wire_density.png
Bar = 20 µm. The die is cut into 16 by 16 equal tiles; black is low, pale yellow is high, scaled to the fullest tile. Values are wire area over tile area, all layers added.
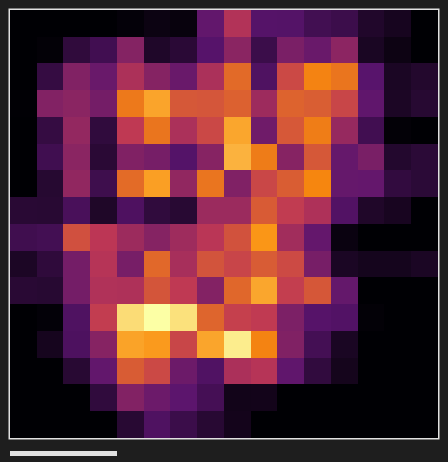
density.png
Bar = 20 µm. The die is cut into 8 by 8 equal tiles; black is low, pale yellow is high, 0 to 100% covered.
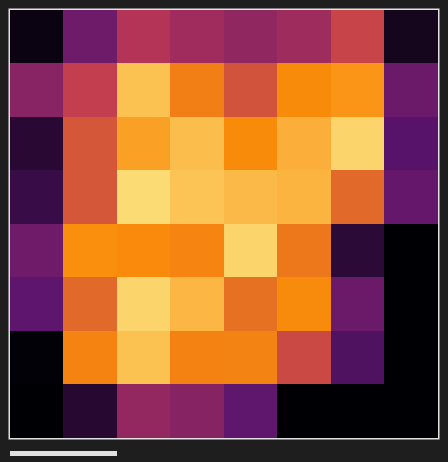
final_congestion.png
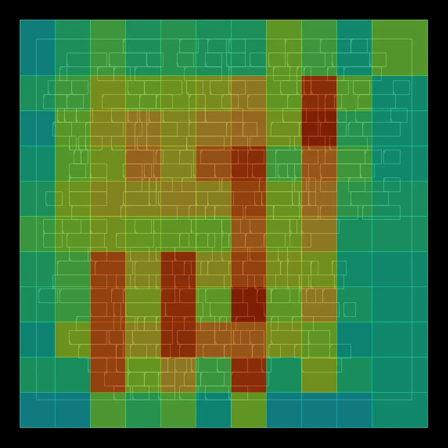
[src/rtl/smg_pkg.sv]
// Shared definitions for the 7-segment display path: digit geometry, blank code,
// default saturation limit, conversion FSM encoding and leading-zero blanking helper.
package smg_pkg;

    localparam int DIGIT_W     = 4;
    localparam int NUM_DIGITS  = 4;
    localparam int BCD_W       = DIGIT_W * NUM_DIGITS;
    localparam int MAX_VAL_DEF = 9999;

    localparam logic [DIGIT_W-1:0] BLANK_CODE = 4'hF;

    localparam logic [1:0] ST_IDLE  = 2'd0;
    localparam logic [1:0] ST_SHIFT = 2'd1;
    localparam logic [1:0] ST_DONE  = 2'd2;

    // Blanks zero digits from the most significant end; the units digit always shows.
    function automatic logic [BCD_W-1:0] blank_lz(input logic [BCD_W-1:0] bcd,
                                                  input logic [DIGIT_W-1:0] code);
        logic [BCD_W-1:0] res;
        logic             lead;
        res  = bcd;
        lead = 1'b1;
        for (int i = NUM_DIGITS - 1; i > 0; i--) begin
            if (lead && (bcd[i*DIGIT_W +: DIGIT_W] == '0))
                res[i*DIGIT_W +: DIGIT_W] = code;
            else
                lead = 1'b0;
        end
        return res;
    endfunction

endpackage

[src/rtl/smg_bin2bcd_module_bcd_digit_adj.sv]
// Double-dabble digit correction: adds 3 to a BCD digit of 5 or more before the shift.
// Purely combinational, no handshake.
module bcd_digit_adj
    import smg_pkg::*;
(
    input  logic [DIGIT_W-1:0] digit,
    output logic [DIGIT_W-1:0] adj
);

    assign adj = (digit >= DIGIT_W'(5)) ? digit + DIGIT_W'(3) : digit;

endmodule

[src/rtl/smg_bin2bcd_module.sv]
// Sequential binary-to-BCD converter (one bit per clock, Done BIN_W+1 clocks after accept, Start ignored while busy).
// Optional leading-zero blanking of the result when SMG_BLANK_LZ_EN is defined.
module smg_bin2bcd_module
    import smg_pkg::*;
#(
    parameter int               BIN_W   = 14,
    parameter logic [BIN_W-1:0] MAX_VAL = BIN_W'(MAX_VAL_DEF)
) (
    input  logic             CLK,
    input  logic             RST,
    input  logic [BIN_W-1:0] Bin_Sig,
    input  logic             Start_Sig,
    output logic             Busy_Sig,
    output logic             Done_Sig,
    output logic             Over_Sig,
    output logic [BCD_W-1:0] Number_Sig
);

    localparam int CNT_W = $clog2(BIN_W + 1);

    logic [1:0]       state;
    logic [CNT_W-1:0] cnt;
    logic [BIN_W-1:0] op;
    logic [BCD_W-1:0] bcd;
    logic [BCD_W-1:0] bcd_adj;
    logic [BCD_W-1:0] number_nxt;
    logic             over_q;

    for (genvar g = 0; g < NUM_DIGITS; g++) begin : g_adj
        bcd_digit_adj u_adj (
            .digit (bcd[g*DIGIT_W +: DIGIT_W]),
            .adj   (bcd_adj[g*DIGIT_W +: DIGIT_W])
        );
    end

    always_comb begin
        number_nxt = bcd;
`ifdef SMG_BLANK_LZ_EN
        number_nxt = blank_lz(bcd, BLANK_CODE);
`endif
    end

    always_ff @(posedge CLK) begin
        if (RST) begin
            state      <= ST_IDLE;
            cnt        <= '0;
            op         <= '0;
            bcd        <= '0;
            over_q     <= 1'b0;
            Busy_Sig   <= 1'b0;
            Done_Sig   <= 1'b0;
            Over_Sig   <= 1'b0;
            Number_Sig <= '0;
        end else begin
            Done_Sig <= 1'b0;
            case (state)
                ST_IDLE: begin
                    if (Start_Sig) begin
                        op       <= (Bin_Sig > MAX_VAL) ? MAX_VAL : Bin_Sig;
                        over_q   <= (Bin_Sig > MAX_VAL);
                        bcd      <= '0;
                        cnt      <= '0;
                        Busy_Sig <= 1'b1;
                        state    <= ST_SHIFT;
                    end
                end
                ST_SHIFT: begin
                    // Operand MSB enters the units LSB; digits are corrected before shifting.
                    {bcd, op} <= {bcd_adj[BCD_W-2:0], op, 1'b0};
                    cnt       <= cnt + 1'b1;
                    if (cnt == CNT_W'(BIN_W - 1))
                        state <= ST_DONE;
                end
                ST_DONE: begin
                    Number_Sig <= number_nxt;
                    Over_Sig   <= over_q;
                    Done_Sig   <= 1'b1;
                    Busy_Sig   <= 1'b0;
                    state      <= ST_IDLE;
                end
                default: state <= ST_IDLE;
            endcase
        end
    end

endmodule

[config.mk]
export PLATFORM = sky130hd
export DESIGN_NAME = smg_bin2bcd_module
export DESIGN_NICKNAME = d
export VERILOG_FILES = /design/src/rtl/smg_pkg.sv /design/src/rtl/smg_bin2bcd_module_bcd_digit_adj.sv /design/src/rtl/smg_bin2bcd_module.sv
export SDC_FILE = /design/constraint.sdc
export NUM_CORES = 1
export LEC_CHECK = 0
export CORE_MARGIN = 3
export CORE_UTILIZATION = 45
export DETAILED_ROUTE_END_ITERATION = 8
export GPL_TIMING_DRIVEN = 0
export PLACE_DENSITY = 0.77
export SLEW_MARGIN = 20
export SYNTH_ARGS = -nofsm -noshare
export SYNTH_HDL_FRONTEND = slang
export SYNTH_HIERARCHICAL = 1
export SYNTH_SLANG_ARGS = --single-unit
[constraint.sdc]
create_clock -name CLK -period 1.4 [get_ports CLK]
set_input_delay 0.42 -clock CLK [delete_from_list [all_inputs] [get_ports CLK]]
set_output_delay 0.42 -clock CLK [all_outputs]
set_load 0.01 [all_outputs]
==> changes_impl.md <==
### Implementation results

* Clk sinks at 56
* FP Rows at 26
* Logic area at 0.00132 mm²
* Drt via density at 5.59
* Fmax at ~740 MHz
* Top cell category: logic gates
* Synth Warn # at 6
* Root buf cell: clkbuf_8
* Status: complete, no violations
* Reg area at 0.00113 mm²
* CTS Hold Bufs at 0
* Post-DP HPWL at about 3500 µm
* Clock-net power at 1060 µW
* Non-Filler Instances at 357
* Port Buffers at 34
* FP Util at 47.2%
* Comb/total area at 41.0%
* Flop share of the area at 35.3%
* Worst Path Arrival at 1.61 ns
* FF-to-FF path depth at 6
* Sw Share at between 20% and 30%
* Min cycle time layout at 1.36 ns
* Most common cell on crit path: buf_6
* Relative slew slack at 68.9%
Notes on wire_density.png above:
The emptiest ninth of the die: lower right. 23% of the tiles are over half the peak. The mean over all tiles is 0.14. The fullest tile reaches 0.48.
Routed wire per std cell: 15.4 µm
routed wire length: 5500 µm
GRT Total Usage: 17.8%
via count: 1994

Notes on density.png above:
The mean over all tiles is 49%. The densest ninth of the die: center. The emptiest ninth of the die: lower right. 13% of the tiles are nearly empty. The fullest tile reaches 92%. 23% of the tiles are over 75% full.

Notes on final_congestion.png above:
GRT busiest layer: met2
met1 usage in global routing: 23.2%
met2 GRT Util: 30.0%

==> worst reg2reg max path: stages (launching register included) <==
cell,delay [ns]
dfxtp_2,0.34
buf_6,0.13
o21ba_2,0.22
buf_6,0.14
nor2_8,0.17
buf_8,0.17
a22o_1,0.14
==> how the worst max path moves through the flow <==
| stage | to | slack [ns] | cells after the start | startpoint |
|---|---|---|---|---|
| 6_report | bcd[8] | 0.04 | 6 | state[0] |
| 5_1_grt | bcd[10] | -0.03 | 6 | bcd[9] |
| 4_1_cts | bcd[10] | 0.01 | 6 | bcd[9] |
| 3_5_place_dp | op[2] | -0.69 | 4 | Start_Sig |
| 3_3_place_gp | op[8] | -0.65 | 4 | Start_Sig |
| 2_1_floorplan | Number_Sig[4] | 0.03 | 6 | RST |
==> routing by layer <==
layer | share of wire (%) | up-vias | routed length, µm
met1 | 45 | 960 | 2490
met2 | 49 | 60 | 2670
met3 | 4.6 | 8 | 251
met5 | 0 | - | 0
met4 | 1.5 | 0 | 82
li1 | - | 966 | -
==> stage by stage <==
step | area, µm² | utilization (%)
floorplan | 2460 | -
global placement | 2890 | 55.4
finish | 3210 | 61.6
CTS | 3070 | 58.9
global route | 3210 | 61.6
detailed placement | 2890 | 55.4
==> placed cells by master (no fill, tap or decap), drive strengths merged, types with 3 or more instances in the layout <==
master          n
dlymetal6s2s    3
o211ai          4
o221ai          7
o21ba           7
buf            22
o22ai           3
a21oi           9
o21ai           8
a22oi           4
nand2b          8
nor2b           3
nand2          19
a22o           33
dlygate4sd2    21
clkdlybuf4s15   6
inv            13
clkbuf          7
nor2           10
mux2i           5
clkdlybuf4s50   4
ha             10
xnor2           4
dfxtp          56
and3            3
Power figures rest on the tool's default switching activity, not on a simulated workload.
